[config.mk]
export PLATFORM = sky130hd
export DESIGN_NAME = spi_xfer_scheduler
export DESIGN_NICKNAME = d
export VERILOG_FILES = /design/src/rtl/spi_xfer_scheduler.sv
export SDC_FILE = /design/constraint.sdc
export NUM_CORES = 1
export LEC_CHECK = 0
export CAP_MARGIN = 20
export CORE_MARGIN = 2
export CORE_UTILIZATION = 44
export CTS_BUF_LIST = sky130_fd_sc_hd__clkbuf_2
export DETAILED_ROUTE_END_ITERATION = 16
export DONT_BUFFER_PORTS = 1
export SLEW_MARGIN = 5
export SYNTH_ARGS = -nofsm -noshare
export SYNTH_HDL_FRONTEND = slang
export SYNTH_SLANG_ARGS = --single-unit
[constraint.sdc]
create_clock -name PCLK -period 2.6 [get_ports PCLK]
set_input_delay 0.39 -clock PCLK [delete_from_list [all_inputs] [get_ports PCLK]]
set_output_delay 0.39 -clock PCLK [all_outputs]
set_load 0.05 [all_outputs]
[src/rtl/spi_xfer_scheduler.sv]
// Round-robin scheduler sharing one SPI shift engine between NUM_REQ requesters,
// with slave-select setup/hold/gap timing, multi-byte bursts and a transfer watchdog.
module spi_xfer_scheduler #(
  parameter int unsigned NUM_REQ  = 2,
  parameter int unsigned CS_SETUP = 2,
  parameter int unsigned CS_HOLD  = 2,
  parameter int unsigned IDLE_GAP = 1,
  parameter int unsigned TIMEOUT  = 1024
) (
  input  logic                 PCLK,
  input  logic                 PRESETn,
  input  logic                 SPI_EN,
  input  logic [NUM_REQ-1:0]   REQ,
  input  logic [8*NUM_REQ-1:0] REQ_DATA,
  input  logic [NUM_REQ-1:0]   REQ_LAST,
  output logic [NUM_REQ-1:0]   GNT,
  output logic [NUM_REQ-1:0]   ACK,
  output logic [7:0]           RDATA,
  output logic                 ERR,
  output logic                 BUSY,
  output logic                 SS_n,
  output logic                 ENG_START,
  output logic [7:0]           ENG_TXDATA,
  input  logic                 ENG_BUSY,
  input  logic                 ENG_DONE,
  input  logic [7:0]           ENG_RXDATA
);

  localparam int unsigned PW   = (NUM_REQ > 1) ? $clog2(NUM_REQ) : 1;
  localparam int unsigned CMAX = (CS_SETUP > CS_HOLD) ?
                                 ((CS_SETUP > IDLE_GAP) ? CS_SETUP : IDLE_GAP) :
                                 ((CS_HOLD  > IDLE_GAP) ? CS_HOLD  : IDLE_GAP);
  localparam int unsigned CW   = $clog2(CMAX + 1);
  localparam int unsigned WW   = $clog2(TIMEOUT + 1);

  // Counters exit on the cycle they read 1 (or 0). START adds one cycle after
  // SETUP, and NEXT already counts as the first hold cycle after ENG_DONE.
  localparam logic [CW-1:0] C_SETUP    = CW'((CS_SETUP > 0) ? CS_SETUP - 1 : 0);
  localparam logic [CW-1:0] C_HOLD     = CW'(CS_HOLD);
  localparam logic [CW-1:0] C_HOLD_NXT = CW'((CS_HOLD > 0) ? CS_HOLD - 1 : 0);
  localparam logic [CW-1:0] C_GAP      = CW'(IDLE_GAP);
  localparam logic [WW-1:0] W_TO       = WW'(TIMEOUT);

  typedef enum logic [2:0] {
    S_IDLE, S_SETUP, S_START, S_XFER, S_NEXT, S_HOLD, S_GAP
  } state_t;

  state_t               r_state;
  logic [PW-1:0]        r_ptr;
  logic [PW-1:0]        r_gidx;
  logic [CW-1:0]        r_cnt;
  logic [WW-1:0]        r_wd;
  logic                 r_last;
  logic [NUM_REQ-1:0]   r_gnt;
  logic [NUM_REQ-1:0]   r_ack;
  logic [7:0]           r_rdata;
  logic                 r_err;
  logic                 r_busy;
  logic                 r_ss_n;
  logic                 r_eng_start;
  logic [7:0]           r_txdata;

  logic [PW-1:0]        w_pick;
  logic [NUM_REQ-1:0]   w_pick_oh;
  logic [PW-1:0]        w_ptr_nxt;
  logic                 w_any;
  logic                 w_cnt_last;
  logic [WW-1:0]        w_wd_inc;
  logic                 w_wd_to;

  // Scan offsets from farthest to nearest so the nearest requester at or after
  // the pointer is the final assignment.
  always_comb begin
    int unsigned v_idx;
    v_idx  = 0;
    w_pick = r_ptr;
    for (int unsigned k = 0; k < NUM_REQ; k++) begin
      v_idx = int'(r_ptr) + (NUM_REQ - 1 - k);
      if (v_idx >= NUM_REQ) v_idx = v_idx - NUM_REQ;
      if (REQ[PW'(v_idx)]) w_pick = PW'(v_idx);
    end
  end

  always_comb begin
    w_pick_oh         = '0;
    w_pick_oh[w_pick] = 1'b1;
  end

  assign w_ptr_nxt  = (w_pick == PW'(NUM_REQ - 1)) ? '0 : w_pick + 1'b1;
  assign w_any      = |REQ;
  assign w_cnt_last = (r_cnt == '0) || (r_cnt == CW'(1));
  assign w_wd_inc   = r_wd + 1'b1;
  assign w_wd_to    = (w_wd_inc == W_TO);

  always_ff @(posedge PCLK or negedge PRESETn) begin
    if (!PRESETn) begin
      r_state     <= S_IDLE;
      r_ptr       <= '0;
      r_gidx      <= '0;
      r_cnt       <= '0;
      r_wd        <= '0;
      r_last      <= 1'b0;
      r_gnt       <= '0;
      r_ack       <= '0;
      r_rdata     <= '0;
      r_err       <= 1'b0;
      r_busy      <= 1'b0;
      r_ss_n      <= 1'b1;
      r_eng_start <= 1'b0;
      r_txdata    <= '0;
    end else begin
      r_ack       <= '0;
      r_err       <= 1'b0;
      r_eng_start <= 1'b0;
      case (r_state)
        S_IDLE: begin
          if (SPI_EN && w_any) begin
            r_gnt    <= w_pick_oh;
            r_gidx   <= w_pick;
            r_txdata <= REQ_DATA[{w_pick, 3'b000} +: 8];
            r_last   <= REQ_LAST[w_pick];
            r_ss_n   <= 1'b0;
            r_ptr    <= w_ptr_nxt;
            r_cnt    <= C_SETUP;
            r_wd     <= '0;
            r_busy   <= 1'b1;
            r_state  <= S_SETUP;
          end
        end
        S_SETUP: begin
          if (!SPI_EN) begin
            r_cnt   <= C_HOLD;
            r_state <= S_HOLD;
          end else if (w_cnt_last) begin
            r_state <= S_START;
          end else begin
            r_cnt <= r_cnt - 1'b1;
          end
        end
        S_START: begin
          if (!SPI_EN) begin
            r_cnt   <= C_HOLD;
            r_state <= S_HOLD;
          end else if (!ENG_BUSY) begin
            r_eng_start <= 1'b1;
            r_wd        <= '0;
            r_state     <= S_XFER;
          end else if (w_wd_to) begin
            r_err   <= 1'b1;
            r_cnt   <= C_HOLD;
            r_state <= S_HOLD;
          end else begin
            r_wd <= w_wd_inc;
          end
        end
        S_XFER: begin
          if (ENG_DONE) begin
            r_rdata <= ENG_RXDATA;
            r_ack   <= r_gnt;
            r_state <= S_NEXT;
          end else if (w_wd_to) begin
            r_err   <= 1'b1;
            r_cnt   <= C_HOLD;
            r_state <= S_HOLD;
          end else begin
            r_wd <= w_wd_inc;
          end
        end
        S_NEXT: begin
          if (!r_last && REQ[r_gidx] && SPI_EN) begin
            r_txdata    <= REQ_DATA[{r_gidx, 3'b000} +: 8];
            r_last      <= REQ_LAST[r_gidx];
            r_eng_start <= 1'b1;
            r_wd        <= '0;
            r_state     <= S_XFER;
          end else begin
            r_cnt   <= C_HOLD_NXT;
            r_state <= S_HOLD;
          end
        end
        S_HOLD: begin
          if (w_cnt_last) begin
            r_ss_n  <= 1'b1;
            r_gnt   <= '0;
            r_cnt   <= C_GAP;
            r_state <= S_GAP;
          end else begin
            r_cnt <= r_cnt - 1'b1;
          end
        end
        S_GAP: begin
          if (w_cnt_last) begin
            r_busy  <= 1'b0;
            r_state <= S_IDLE;
          end else begin
            r_cnt <= r_cnt - 1'b1;
          end
        end
        default: r_state <= S_IDLE;
      endcase
    end
  end

  assign GNT        = r_gnt;
  assign ACK        = r_ack;
  assign RDATA      = r_rdata;
  assign ERR        = r_err;
  assign BUSY       = r_busy;
  assign SS_n       = r_ss_n;
  assign ENG_START  = r_eng_start;
  assign ENG_TXDATA = r_txdata;

endmodule
Figure 1. Placement density heat map.
The die is cut into 8 by 8 equal tiles; black is low, pale yellow is high, 0 to 100% covered.
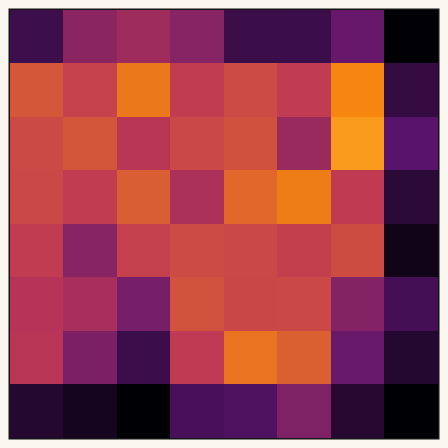
- nearly empty tiles: 4.7%
- fullest tile: 78%
- mean over tiles: 40%
- densest ninth of the die: middle
- tiles over 75% full: 1.6%

Figure 2. Nets reached from selected ports.
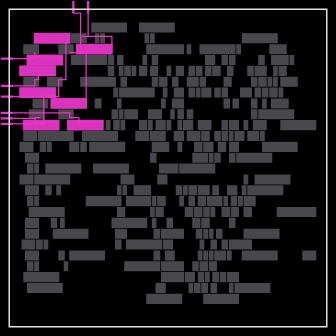
- magenta: RDATA (bits 8; direction output; end cells 8; wire 159 um)
number of primary I/O pins: 57
count of buffers from port buffering: 0

Figure 3. Gate families picked out.
Bar = 20 um.
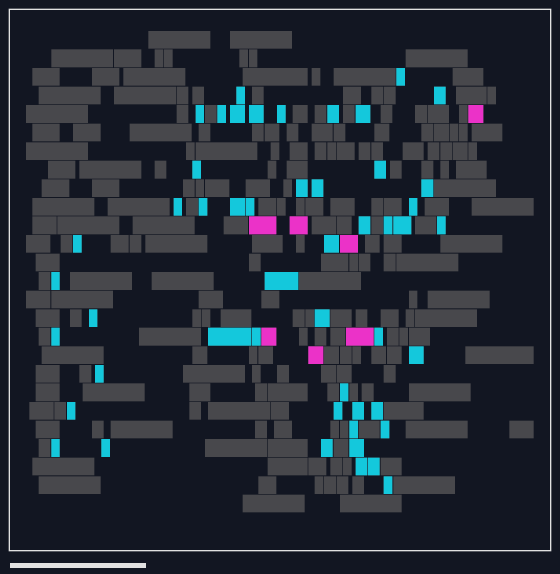
- cyan: NAND gates (cells 50; most used nand2_1)
- magenta: AND and OR gates (cells 7; most used or4_1; where middle)

==> qor.rpt <==
CELLS AND AREA
-----------------------------------------------------------------------------------------------------------------
Net total in the final layout                                                                                 306
Area growth syn-to-layout                                                                                   5.44%
Number of fillers in the final layout                                                                         549
Antenna diode instance count                                                                                    0
Most frequent cells in the layout                                                                    sky130_fd_sc_hd__dfrtp_1, sky130_fd_sc_hd__nand2_1, sky130_fd_sc_hd__o21ai_0
Fraction of cell area in non-clock buffers                                                                  2.58%
Proportion of cell area occupied by registers                                                               41.1%
Non-Clock Buffer Count                                                                                          6
Share of post-route cells with drive strength above 1                                                       12.6%
Number of signal-net inverters in the final layout                                                             13
Multi-Input Combinational                                                                                     199
Biggest area consumer among cell classes                                                             combinational gates
Sequential standard cell area                                                                        0.00108 sq mm
Final Instance Count excl. Fillers                                                                            341
Dominant logic cell type in the layout                                                               sky130_fd_sc_hd__dfrtp_1
Area of combinational cells with multiple inputs                                                     0.00129 sq mm
Final core utilization                                                                                      47.9%
Count of flip-flops and latches                                                                                43

DRT
-----------------------------------------------------------------------------------------------------------------
Via total after detailed routing                                                                             1958
First-pass DRT Iterations                                                                                       4
Avg WL per Cell                                                                                           14.8 um
Total Routed Length                                                                                       5040 um
Via-to-Cell Ratio                                                                                            5.74
Residual antenna-violating net count after detailed routing                                                     0
Total DRC errors in the routed layout                                                                           0
DR iter-0 viols                                                                                               253

POWER AND IR DROP
-----------------------------------------------------------------------------------------------------------------
Share of total power in the clock network                                                                   11.0%
Total Power                                                                                             0.00298 W
Power of the combinational group                                                                        0.00100 W
Leakage power of the design                                                                               1.10 nW
Peak supply drop                                                                                       0.000724 V
Fraction of power spent switching nets                                                                      52.5%
Largest power group                                                                                     registers
Pwr dens                                                                                             1140 mW/mm^2
Sequential power share                                                                                      55.4%
Internal power contribution                                                                             0.00142 W
Combinational share of power                                                                                33.5%
Net Switching                                                                                           0.00157 W

CRITICAL PATH
-----------------------------------------------------------------------------------------------------------------
Critical Path Start                                                                                    r_state[1]
Critical path endpoint                                                                                   RDATA[7]
Worst setup EP type                                                                                     flip-flop
Register-to-Register Setup Slack                                                                          0.47 ns
Capture instance of the worst register-to-register path                                                  RDATA[7]
Worst Reg2Reg Path Length in Cells                                                                              3
Highest fanout seen on the critical path                                                                       21
Worst Setup Start Kind                                                                                  flip-flop
Path type of the worst setup path                                                                      reg -> reg
Startpoint of the lowest-slack register-to-register path                                               r_state[1]
Data required time of the worst path                                                                      2.96 ns
Data arrival time of the critical path                                                                    2.48 ns

MIN PATH
-----------------------------------------------------------------------------------------------------------------
Source of the worst hold timing path                                                                 ENG_RXDATA[5]
Worst hold endpoint                                                                                      RDATA[5]
Number of cells on the worst hold path                                                                          1
HP Class                                                                                                in -> reg

SYNTHESIS
-----------------------------------------------------------------------------------------------------------------
Commonest cells in the synthesized netlist                                                           sky130_fd_sc_hd__dfrtp_1, sky130_fd_sc_hd__o21ai_0, sky130_fd_sc_hd__nand2_1, sky130_fd_sc_hd__nor2_1
Largest area contributor in the netlist                                                              sky130_fd_sc_hd__dfrtp_1
Netlist area before placement                                                                        0.00249 sq mm
Yosys warnings                                                                                                  0
Net count of the mapped netlist                                                                               306
Arithmetic-cell share of the synthesized area counting full adders, half adders and majority gates          2.52%
Yosys cell count                                                                                              268
Cell with the most instances after synthesis                                                         sky130_fd_sc_hd__dfrtp_1
EDFF count, synth                                                                                               0
Area share of the largest cell type after synthesis                                                         42.3%
Average cell area after synthesis                                                                      9.28 sq um
Compound-cell area share of the yosys netlist                                                               19.9%
Mux frac, synth                                                                                             8.86%
Async SR Flop Fraction                                                                                       100%
Number of distinct library cells after synthesis                                                               50
Dominant non-sequential cell family after synthesis                                                  simple AND/OR/NAND/NOR gates
Flip-flop and latch count after synthesis                                                                      43
Dominant Register Cell                                                                               sky130_fd_sc_hd__dfrtp_1
Part of the Yosys area used for sequential elements                                                         43.3%

CLOCK TREE
-----------------------------------------------------------------------------------------------------------------
Clock sink count                                                                                               43
Number of buffers on the longest clock path                                                                     2
H-tree levels                                                                                                   2
Clock slew at the register clock pins of the worst setup and hold paths                                   0.25 ns
CTS Hold Buffers Added                                                                                          2
CTS buffer count                                                                                                5
Post-CTS repair timing setup buffer count                                                                       0
CTS tree                                                                                                      yes
Root buffer cell                                                                                     sky130_fd_sc_hd__clkbuf_2
CTS-repair resized insts                                                                                        0

FINAL TIMING
-----------------------------------------------------------------------------------------------------------------
Final Critical Period                                                                                     2.13 ns
Worst Skew                                                                                              0.0121 ns
Endpoints failing hold                                                                                          0
Pin slew with the least headroom to its limit                                                            0.744 ns
Final clock period utilization by the worst path                                                            81.9%
Max Fclk                                                                                                0.470 GHz
Setup TNS                                                                                                    0 ns
Worst hold slack after final layout                                                                     0.0828 ns
Post-route setup slack                                                                                   0.471 ns
Final slew viol count                                                                                           0

FLOORPLANNING
-----------------------------------------------------------------------------------------------------------------
Area inside the core boundary                                                                        0.00547 sq mm
Chip footprint                                                                                       0.00627 sq mm
Number of core rows                                                                                            27
DIE HEIGHT                                                                                                79.2 um
Effective utilization at floorplan                                                                          45.4%
Num tapcells                                                                                                   72
Die outline width                                                                                         79.2 um

GLOBAL ROUTE
-----------------------------------------------------------------------------------------------------------------
Largest net degree at the start of global routing                                                              44
Residual overflow from global routing                                                                           0
Global-route usage over all layers                                                                          17.6%
Wire length of the first global-routing pass                                                              8830 um
Via count of the first global-routing pass                                                                   1841

JOB
-----------------------------------------------------------------------------------------------------------------
Number of violations of the max-capacitance limit                                                               0
Warning total across the stage logs                                                                            29

PLACE
-----------------------------------------------------------------------------------------------------------------
Global placement routability congestion                                                                     0.841
Cell Area, Placed                                                                                    0.00253 sq mm

OUTCOME
-----------------------------------------------------------------------------------------------------------------
Run status                                                                                           finished, final reports clean

[worst max-delay path: stages, from the launching register on]
cell                      delay [ns]
sky130_fd_sc_hd__dfrtp_1        0.78
sky130_fd_sc_hd__nor2b_1        0.40
sky130_fd_sc_hd__nand3_1        0.45
sky130_fd_sc_hd__mux2_2         0.42
[layer usage]
metal	wire length, um	track usage, %	share of wire (%)
met2	2180	24.8	43
met5	0	0	0
met1	2450	26.4	49
met4	59	5.17	1.2
met3	352	4.55	7.0
[sequential cells by signal, summed over array words and instances, names as in the netlist, 2 cells and up]
register    count
r_wd           11
r_cnt           2
RDATA           8
ACK             2
r_state         3
GNT             2
ENG_TXDATA      8
Power is estimated from default activity; no workload was simulated.
